congestion_map.png
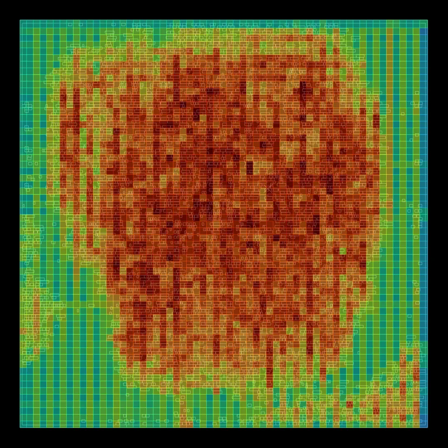
m4.png
Scale bar: 100 µm.
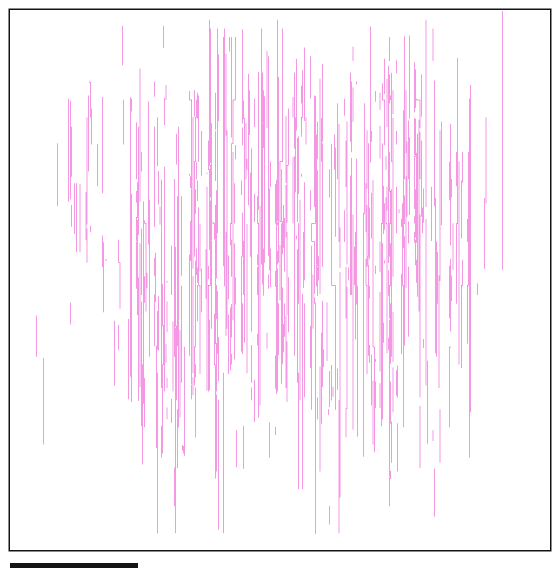
layers.png
Only two layers are drawn.
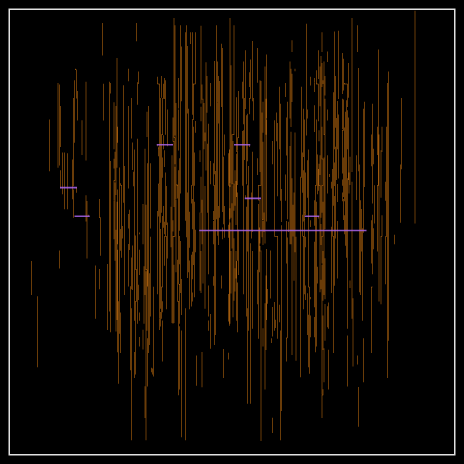
ff_map.png
Scale bar: 100 µm. Other sequential cells in the stronger grey, the rest of the logic in the fainter grey.
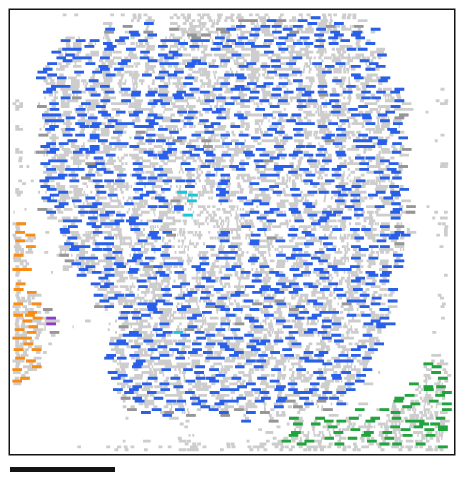
--- config.mk ---
export PLATFORM = sky130hd
export DESIGN_NAME = wbu_regfile
export DESIGN_NICKNAME = d
export VERILOG_FILES = /design/src/rtl/wbu_regfile.sv
export SDC_FILE = /design/constraint.sdc
export NUM_CORES = 2
export LEC_CHECK = 0
export CAP_MARGIN = 10
export CORE_MARGIN = 2
export CORE_UTILIZATION = 35
export CTS_CLUSTER_DIAMETER = 50
export DETAILED_ROUTE_END_ITERATION = 6
export GPL_TIMING_DRIVEN = 0
export PLACE_DENSITY = 0.55
export SLEW_MARGIN = 15
export SYNTH_ARGS = -nofsm -noshare
export SYNTH_HDL_FRONTEND = slang
export SYNTH_SLANG_ARGS = --single-unit
--- constraint.sdc ---
create_clock -name clk -period 41.6 [get_ports clk]
set_input_delay 6.24 -clock clk [delete_from_list [all_inputs] [get_ports clk]]
set_output_delay 6.24 -clock clk [all_outputs]
set_load 0.05 [all_outputs]
--- src/rtl/wbu_regfile.sv ---
// rtl/wbu_regfile.sv - write-back stage: one-entry pending register, GPR file with bypassed
// read ports, retire pulse/counter and ebreak halt.
module wbu_regfile #(
  parameter int WIDTH   = 32,
  parameter int NR_REGS = 32
) (
  input  logic             clk,
  input  logic             rst,
  input  logic             lsu_valid,
  input  logic [103:0]     lsu_data,
  output logic             wbu_ready,
  input  logic [4:0]       rs1_addr,
  output logic [WIDTH-1:0] rs1_data,
  input  logic [4:0]       rs2_addr,
  output logic [WIDTH-1:0] rs2_data,
  output logic             wbu_valid,
  output logic [31:0]      commit_pc,
  output logic [63:0]      retire_cnt,
  output logic             halt,
  output logic [WIDTH-1:0] halt_code
);

  localparam int         AW        = (NR_REGS > 1) ? $clog2(NR_REGS) : 1;
  localparam logic [5:0] NR_REGS_L = 6'(NR_REGS);

  typedef enum logic [1:0] {
    IDLE   = 2'd0,
    COMMIT = 2'd1,
    HALT   = 2'd2
  } state_e;

  state_e           state_q, state_d;
  logic [31:0]      pend_pc_q, pend_pc_d;
  logic [4:0]       pend_rd_q, pend_rd_d;
  logic             pend_wen_q, pend_wen_d;
  logic             pend_ebreak_q, pend_ebreak_d;
  logic [WIDTH-1:0] pend_wdata_q, pend_wdata_d;
  logic [63:0]      retire_cnt_q, retire_cnt_d;
  logic [WIDTH-1:0] gpr_q [NR_REGS];
  logic [WIDTH-1:0] gpr_d [NR_REGS];

  logic accept;
  logic committing;
  logic wr_en;

  assign committing = (state_q == COMMIT);
  // An ebreak in flight blocks new packets so nothing slips past the halt.
  assign wbu_ready  = (state_q != HALT) && !(committing && pend_ebreak_q);
  assign accept     = lsu_valid && wbu_ready;
  assign wr_en      = committing && pend_wen_q && (pend_rd_q != 5'd0)
                      && ({1'b0, pend_rd_q} < NR_REGS_L);

  always_comb begin
    state_d = state_q;
    case (state_q)
      IDLE:    if (accept) state_d = COMMIT;
      COMMIT: begin
        if (pend_ebreak_q)  state_d = HALT;
        else if (accept)    state_d = COMMIT;
        else                state_d = IDLE;
      end
      HALT:    state_d = HALT;
      default: state_d = IDLE;
    endcase
  end

  // Write data is selected at accept time so the commit cycle only carries one word.
  always_comb begin
    pend_pc_d     = pend_pc_q;
    pend_rd_d     = pend_rd_q;
    pend_wen_d    = pend_wen_q;
    pend_ebreak_d = pend_ebreak_q;
    pend_wdata_d  = pend_wdata_q;
    if (accept) begin
      pend_pc_d     = lsu_data[39:8];
      pend_rd_d     = lsu_data[7:3];
      pend_wen_d    = lsu_data[2];
      pend_ebreak_d = lsu_data[0];
      pend_wdata_d  = WIDTH'(lsu_data[1] ? lsu_data[71:40] : lsu_data[103:72]);
    end
  end

  always_comb begin
    retire_cnt_d = retire_cnt_q + {63'd0, committing};
  end

  always_comb begin
    gpr_d = gpr_q;
    if (wr_en) gpr_d[pend_rd_q[AW-1:0]] = pend_wdata_q;
  end

  always_ff @(posedge clk or posedge rst) begin
    if (rst) begin
      state_q       <= IDLE;
      pend_pc_q     <= '0;
      pend_rd_q     <= '0;
      pend_wen_q    <= 1'b0;
      pend_ebreak_q <= 1'b0;
      pend_wdata_q  <= '0;
      retire_cnt_q  <= '0;
      for (int i = 0; i < NR_REGS; i++) gpr_q[i] <= '0;
    end else begin
      state_q       <= state_d;
      pend_pc_q     <= pend_pc_d;
      pend_rd_q     <= pend_rd_d;
      pend_wen_q    <= pend_wen_d;
      pend_ebreak_q <= pend_ebreak_d;
      pend_wdata_q  <= pend_wdata_d;
      retire_cnt_q  <= retire_cnt_d;
      gpr_q         <= gpr_d;
    end
  end

  // Same-index reads see the word retiring this cycle rather than the stale file entry.
  always_comb begin
    rs1_data = '0;
    if ((rs1_addr != 5'd0) && ({1'b0, rs1_addr} < NR_REGS_L)) begin
      if (wr_en && (pend_rd_q == rs1_addr)) rs1_data = pend_wdata_q;
      else                                  rs1_data = gpr_q[rs1_addr[AW-1:0]];
    end
  end

  always_comb begin
    rs2_data = '0;
    if ((rs2_addr != 5'd0) && ({1'b0, rs2_addr} < NR_REGS_L)) begin
      if (wr_en && (pend_rd_q == rs2_addr)) rs2_data = pend_wdata_q;
      else                                  rs2_data = gpr_q[rs2_addr[AW-1:0]];
    end
  end

  generate
    if (NR_REGS > 10) begin : g_a0
      assign halt_code = gpr_q[10];
    end else begin : g_no_a0
      assign halt_code = '0;
    end
  endgenerate

  assign wbu_valid  = committing;
  assign commit_pc  = pend_pc_q;
  assign retire_cnt = retire_cnt_q;
  assign halt       = (state_q == HALT);

endmodule

==> git commit body <==
Update PnR metrics after Yosys + OpenROAD run

* Outcome: finished with violations
* Violations in the final reports: DRC
* Proportion of netlist area held by the largest area contributor: 0.475
- For this run, global-route usage on met1 was measured as 0.412.
- The floorplan step set the die width to 422 µm.
- In the final layout, the share of cells above drive strength 1 is 0.419.
- DRC violations left: 1
- Post-detailed-placement half-perimeter wirelength: 205 mm
- Number of buffers created by CTS: 158
- Switching power summed over all nets: approximately 1.6 mW
- Count of warning messages emitted by the tools: 34
- DR pass1 iterations: 7
* CTS max path bufs: 3
- The congestion estimate from routability-driven global placement came to 1.01.
- Worst hold path endpoint: gpr_q[997]
* Clock slew at the register clock pins of the worst setup and hold paths: 50 ps
- In this run the full chip footprint comes out at 178,000 µm².
* Critical hold path startpoint: gpr_q[997]
* RSZ-0062 raised after global routing: no
- Flip-flops with a built-in enable: 0
* Top achievable clock speed: 0.0536 GHz
- The detailed router finished its first iteration with between 6,000 and 7,000 violations.
- For this run, the post-layout net count is 4,973.
- In the Yosys stats the netlist draws on 56 distinct library cells.
* Ranking of synthesized cells by area: dfrtp_1 47%, mux2_2 19%, mux4_2 17%, mux2i_1 4.2%, clkbuf_1 1.9%
- Hold Buf Count CTS: 0
* Number of I/O pins: 312
- Vias/cell: between 6 and 7
Notes on congestion_map.png above:
met2 Resource Use GR: 0.485
peak-usage layer in the global routing report: met2
DR WL/cell: 42.0 µm

Notes on m4.png above:
- wire length on this layer: 27.7 mm
- nets with wire on the layer: 244
- longest straight run: 280 µm
total length of routed wires: 307 mm
total vias in the final route: 47,400

Notes on layers.png above:
- orange: M4 (wire length 27.7 mm)
- purple: M5 (wire length 239 µm)
Total GRT Usage: 0.339

Notes on ff_map.png above:
- purple: `state_q` (sequential cells 2)
- cyan: `pend_rd_q` (sequential cells 5; where centre)
- green: `retire_cnt` (sequential cells 64; where lower right)
- blue: `gpr_q` (sequential cells 992; where all over the die)
- orange: `commit_pc` (sequential cells 32)
- not coloured: 66
share of the core filled with cells in the final layout: 0.426
Seq group: 1.72 mW

## sequential cells by signal (all words and copies together) (netlist names)
register and count:
commit_pc 32, state_q 2, gpr_q 992, pend_rd_q 5
retire_cnt 64, pend_wen_q 1, pend_wdata_q 32, pend_ebreak_q 1
halt_code 32
## layout by cell type (no fill, tap or decap), drive strengths merged, types with 60 or more instances in the layout
cell	instances
clkdlybuf4s50	304
mux2i	255
mux2	1012
nand2	89
dfrtp	1161
nor2	125
a21oi	107
clkbuf	525
mux4	465
buf	242
o21ai	101
a221oi	60
## worst max-delay path, stage by stage
cell and delay (ps):
clkdlybuf4s50_1 930, clkbuf_1 970, clkbuf_2 740, clkbuf_2 800, clkbuf_2 810, mux4_2 400
o22ai_1 90, nor2_1 380, clkdlybuf4s50_1 890
## cell type report
class / instances / area, µm² / area share
Multi-Input combinational cell: 2658 / 30000 / 0.406
Antenna cell: 20 / 50.0 / 0.000676
Clock inverter: 67 / 863 / 0.0117
Inverter: 19 / 78.8 / 0.00106
Tap cell: 2325 / 2910 / 0.0393
Sequential cell: 1161 / 29100 / 0.392
Clock buffer: 215 / 4450 / 0.0601
Buffer: 496 / 2300 / 0.0310
Timing Repair Buffer: 360 / 4330 / 0.0584
## cells by family after synthesis
kind of cell / after synthesis
flip-flops: 1161
AND-OR/OR-AND: 438
XOR/XNOR: 71
buffers and inverters: 515
AND/OR/NAND/NOR: 415
multiplexers: 1732
adder cells (fa/ha/maj): 2
## routing by layer
metal | wire [µm] | share of wire | vias up
li1 | - | - | 17500
met1 | 111000 | 0.36 | 25300
met2 | 130000 | 0.42 | 3514
met3 | 38000 | 0.12 | 1028
met4 | 27700 | 0.090 | 14
met5 | 238 | 0.00077 | -
No activity file was given, so power comes from the tool's default toggle rates.
